Figure 1. Placed cells, one color a class.
Drawn at 1.5 px/um. Fill, decap, tap and diode cells in gray.
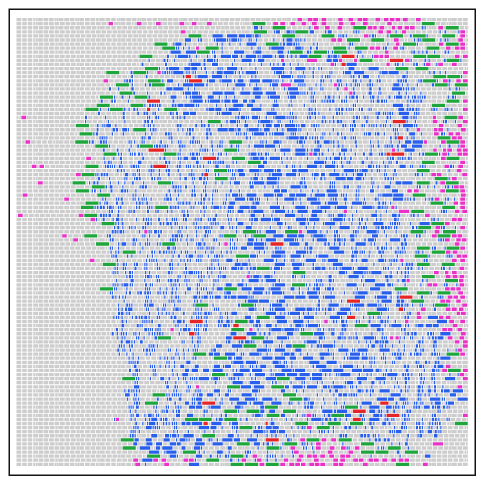
Figure 2. PDN straps and rails.
Drawn at 1 px/um. Pins as bars on the die edge.
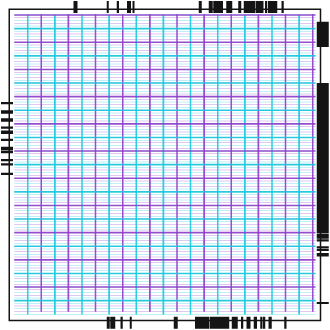
Figure 3. Clock network drawn from the DEF.
Drawn at 2 px/um.
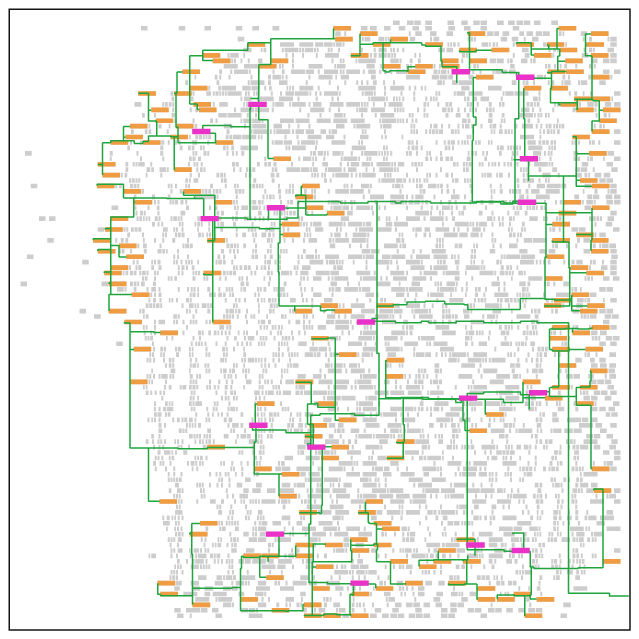
Figure 4. Sequential cells colored by netlist name.
Drawn at 1.5 px/um.
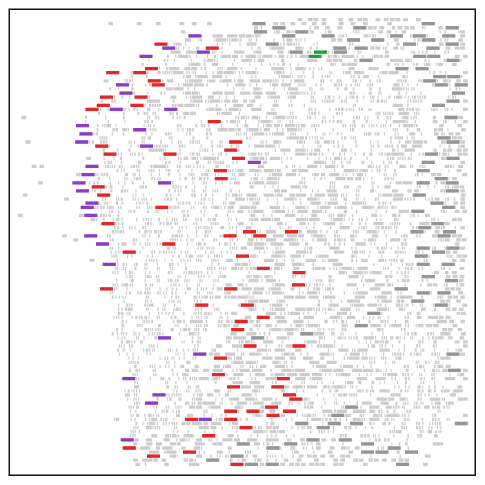
<file path="src/rtl/carry_save_8_pkg.sv">
// carry_save_8_pkg: shared types, widths and helpers for the carry-save multiplier back end.
// Holds the element-width encoding, FSM states and partial-product weighting helpers.
package carry_save_8_pkg;

    localparam int PP_W    = 16;
    localparam int ACC_W   = 64;
    localparam int BYTE_SH = 8;

    typedef enum logic [1:0] {
        SEW_8   = 2'b00,
        SEW_16  = 2'b01,
        SEW_32  = 2'b10,
        SEW_RSV = 2'b11
    } sew_e;

    typedef enum logic [1:0] {
        IDLE   = 2'b00,
        CYCLE1 = 2'b01,
        CYCLE2 = 2'b10,
        DONE   = 2'b11
    } state_e;

    // pp index p = 4*row + col carries weight 2^(8*(row+col))
    function automatic logic [ACC_W-1:0] pp_weight(
        input logic [PP_W-1:0] v,
        input logic [3:0]      p
    );
        logic [2:0] pos;
        pos = {1'b0, p[3:2]} + {1'b0, p[1:0]};
        return {{(ACC_W-PP_W){1'b0}}, v} << {pos, 3'b000};
    endfunction

    // One 16x16 element from four 8x8 partial products, kept modulo 2^32
    function automatic logic [31:0] sew16_sum(
        input logic [PP_W-1:0] a,
        input logic [PP_W-1:0] b,
        input logic [PP_W-1:0] c,
        input logic [PP_W-1:0] d
    );
        return {16'b0, a}
             + {8'b0, b, 8'b0}
             + {8'b0, c, 8'b0}
             + {d, 16'b0};
    endfunction

endpackage

</file>
<file path="src/rtl/carry_save_8_csa_3to2.sv">
// csa_3to2: parameterized 3:2 carry-save compressor.
// Ports: a, b, c (W-bit addends) -> sum, carry (carry pre-shifted left by one, modulo 2^W).
module csa_3to2 #(
    parameter int W = 64
) (
    input  logic [W-1:0] a,
    input  logic [W-1:0] b,
    input  logic [W-1:0] c,
    output logic [W-1:0] sum,
    output logic [W-1:0] carry
);

    assign sum = a ^ b ^ c;

    // Top majority bit would shift out of range, so it is never formed
    assign carry = {(a[W-2:0] & b[W-2:0])
                  | (a[W-2:0] & c[W-2:0])
                  | (b[W-2:0] & c[W-2:0]), 1'b0};

endmodule

</file>
<file path="src/rtl/carry_save_8.sv">
// carry_save_8: combines eight 8x8 partial products into 8/16/32-bit element products.
// Ports: clk, reset (async high), start, sew[1:0], mult_out_1..8[15:0] -> product_1..4[31:0].
module carry_save_8
    import carry_save_8_pkg::*;
(
    input  logic        clk,
    input  logic        reset,
    input  logic        start,
    input  logic [1:0]  sew,
    input  logic [15:0] mult_out_1,
    input  logic [15:0] mult_out_2,
    input  logic [15:0] mult_out_3,
    input  logic [15:0] mult_out_4,
    input  logic [15:0] mult_out_5,
    input  logic [15:0] mult_out_6,
    input  logic [15:0] mult_out_7,
    input  logic [15:0] mult_out_8,
    output logic [31:0] product_1,
    output logic [31:0] product_2,
    output logic [31:0] product_3,
    output logic [31:0] product_4
);

    state_e           state_q, state_d;
    sew_e             sew_q, sew_d;
    logic [ACC_W-1:0] acc_q, acc_d;
    logic [31:0]      prod_q [4];
    logic [31:0]      prod_d [4];

    logic [PP_W-1:0]  mo [8];
    logic [ACC_W-1:0] t  [9];
    logic [ACC_W-1:0] s1 [3];
    logic [ACC_W-1:0] c1 [3];
    logic [ACC_W-1:0] s2 [2];
    logic [ACC_W-1:0] c2 [2];
    logic [ACC_W-1:0] s3, c3, s4, c4;
    logic [ACC_W-1:0] tree_sum;
    logic [3:0]       pp_base;

    assign mo[0] = mult_out_1;
    assign mo[1] = mult_out_2;
    assign mo[2] = mult_out_3;
    assign mo[3] = mult_out_4;
    assign mo[4] = mult_out_5;
    assign mo[5] = mult_out_6;
    assign mo[6] = mult_out_7;
    assign mo[7] = mult_out_8;

    // First cycle carries pp 0..7 (B rows 0,1), second cycle pp 8..15
    assign pp_base = (state_q == CYCLE2) ? 4'd8 : 4'd0;

    always_comb begin
        for (int k = 0; k < 8; k++) begin
            t[k] = pp_weight(mo[k], 4'(k) + pp_base);
        end
        t[8] = acc_q;
    end

    csa_3to2 #(.W(ACC_W)) u_l1_0 (.a(t[0]), .b(t[1]), .c(t[2]), .sum(s1[0]), .carry(c1[0]));
    csa_3to2 #(.W(ACC_W)) u_l1_1 (.a(t[3]), .b(t[4]), .c(t[5]), .sum(s1[1]), .carry(c1[1]));
    csa_3to2 #(.W(ACC_W)) u_l1_2 (.a(t[6]), .b(t[7]), .c(t[8]), .sum(s1[2]), .carry(c1[2]));
    csa_3to2 #(.W(ACC_W)) u_l2_0 (.a(s1[0]), .b(c1[0]), .c(s1[1]), .sum(s2[0]), .carry(c2[0]));
    csa_3to2 #(.W(ACC_W)) u_l2_1 (.a(c1[1]), .b(s1[2]), .c(c1[2]), .sum(s2[1]), .carry(c2[1]));
    csa_3to2 #(.W(ACC_W)) u_l3   (.a(s2[0]), .b(c2[0]), .c(s2[1]), .sum(s3), .carry(c3));
    csa_3to2 #(.W(ACC_W)) u_l4   (.a(s3), .b(c3), .c(c2[1]), .sum(s4), .carry(c4));

    assign tree_sum = s4 + c4;

    always_ff @(posedge clk or posedge reset) begin
        if (reset) begin
            state_q <= IDLE;
            sew_q   <= SEW_8;
            acc_q   <= '0;
            for (int i = 0; i < 4; i++) prod_q[i] <= '0;
        end else begin
            state_q <= state_d;
            sew_q   <= sew_d;
            acc_q   <= acc_d;
            for (int i = 0; i < 4; i++) prod_q[i] <= prod_d[i];
        end
    end

    always_comb begin
        state_d = state_q;
        unique case (state_q)
            IDLE:    if (start) state_d = CYCLE1;
            CYCLE1:  state_d = (sew_q == SEW_32) ? CYCLE2 : DONE;
            CYCLE2:  state_d = DONE;
            DONE:    state_d = IDLE;
            default: state_d = IDLE;
        endcase
    end

    always_comb begin
        sew_d = sew_q;
        acc_d = acc_q;
        for (int i = 0; i < 4; i++) prod_d[i] = prod_q[i];
        unique case (state_q)
            IDLE: begin
                if (start) begin
                    sew_d = sew_e'(sew);
                    acc_d = '0;
                end
            end
            CYCLE1: begin
                unique case (sew_q)
                    SEW_32: acc_d = tree_sum;
                    SEW_16: begin
                        prod_d[0] = sew16_sum(mo[0], mo[1], mo[2], mo[3]);
                        prod_d[1] = sew16_sum(mo[4], mo[5], mo[6], mo[7]);
                        prod_d[2] = '0;
                        prod_d[3] = '0;
                    end
                    SEW_8: begin
                        prod_d[0] = {mo[1], mo[0]};
                        prod_d[1] = {mo[3], mo[2]};
                        prod_d[2] = {mo[5], mo[4]};
                        prod_d[3] = {mo[7], mo[6]};
                    end
                    default: begin
                        for (int i = 0; i < 4; i++) prod_d[i] = '0;
                    end
                endcase
            end
            CYCLE2: begin
                acc_d     = tree_sum;
                prod_d[0] = tree_sum[31:0];
                prod_d[1] = tree_sum[63:32];
                prod_d[2] = '0;
                prod_d[3] = '0;
            end
            default: ;
        endcase
    end

    assign product_1 = prod_q[0];
    assign product_2 = prod_q[1];
    assign product_3 = prod_q[2];
    assign product_4 = prod_q[3];

endmodule

</file>
<file path="config.mk">
export PLATFORM = sky130hd
export DESIGN_NAME = carry_save_8
export DESIGN_NICKNAME = d
export VERILOG_FILES = /design/src/rtl/carry_save_8_pkg.sv /design/src/rtl/carry_save_8_csa_3to2.sv /design/src/rtl/carry_save_8.sv
export SDC_FILE = /design/constraint.sdc
export NUM_CORES = 1
export LEC_CHECK = 0
export ABC_AREA = 1
export ABC_CLOCK_PERIOD_IN_PS = 7950
export CORE_MARGIN = 4
export CORE_UTILIZATION = 30
export DETAILED_ROUTE_END_ITERATION = 6
export PLACE_DENSITY = 0.49
export SETUP_SLACK_MARGIN = 0.3
export SYNTH_ARGS = -nofsm -noshare
export SYNTH_HDL_FRONTEND = slang
export SYNTH_SLANG_ARGS = --single-unit
</file>
<file path="constraint.sdc">
create_clock -name clk -period 7.95 [get_ports clk]
set_clock_uncertainty 0.15 [all_clocks]
set_input_delay 1.1925 -clock clk [delete_from_list [all_inputs] [get_ports clk]]
set_output_delay 1.1925 -clock clk [all_outputs]
set_load 0.1 [all_outputs]
</file>
==> flow_summary.yaml <==
# implementation run metrics
status:
  status: "finished, violations left"
  failed_checks: "DRC"
route:
  routed-wl-met3_mm: 10.59
  drc: 4
final_layout:
  num-fill-cells: 9773
  n_all_inverters: 864
  signal_buffer_area_fraction_pct: 9.302
  lay_top_cells: "nand2_1 (1095), inv_1 (853), nor2_1 (322)"
  nets: 4832
setup_path:
  crit_fanout: 82
  r2r_start: "state_q[0]"
  rr_endpoint: "product_1[25]"
flow_run:
  drv_cap: 0
final_timing:
  period_minus_slack_ns: 6.696
  max_freq_mhz: 149.3
  worst_hold_slack_ns: 0.3344
synthesis:
  yosys-top-cells-area: "fa_1 (22%), dfrtp_1 (18%), nand2_1 (15%)"
  ys_top_cells_by_count: "nand2_1 (1095), inv_1 (854), nor2_1 (324)"
  postSynthSeqShare_pct: 17.97
clocking:
  cts_hold_buffers: 0
  clkLatencyLatePin_ns: 0.56
  post_cts_resized: 0
floorplanning:
  fp.dieArea_mm2: 0.09590
worst_hold_path:
  hold_path.startpoint: "product_1[3]"
About Figure 1:
legend:
  registers:
    color: green
    cells: 196
  remaining logic cells:
    color: blue
    cells: 3684
  remaining buffers and delay cells:
    color: magenta
    cells: 306
  clock drivers and dummy loads:
    color: red
    cells: 32

About Figure 2:
legend:
  VDD:
    color: purple
  VSS:
    color: cyan
rows: 110
signal pins: 261
met1 rails: 111
met4 straps: 22
met5 straps: 22

About Figure 3:
legend:
  flip-flops:
    color: orange
    count: 196
  clock-net drivers:
    color: magenta
    count: 17
  clock wires:
    color: green
    length: 4370 um
routed clock nets: 18
flops lie: spread over the die

About Figure 4:
legend:
  `product_2`:
    color: purple
    placed_flops: 32
  `sew_q`:
    color: green
    placed_flops: 2
  `acc_q`:
    color: red
    placed_flops: 64
not colored: 98

critical path, stage by stage, from the launching register on:
cell,delay [ns]
dfrtp_1,0.42
inv_1,0.25
ha_4,0.54
buf_12,0.38
nand2_1,0.11
inv_1,0.19
nand2_1,0.12
fa_1,0.53
fa_1,0.58
fa_1,0.46
fa_1,0.51
inv_1,0.05
ha_1,0.37
nand2_1,0.13
inv_1,0.06
nand2_1,0.06
nand2_1,0.09
a21oi_1,0.27
nand2_2,0.18
nand2_1,0.09
nand2_1,0.17
xnor2_1,0.45
nand2_1,0.12
nand3_1,0.12
nand2_1,0.06
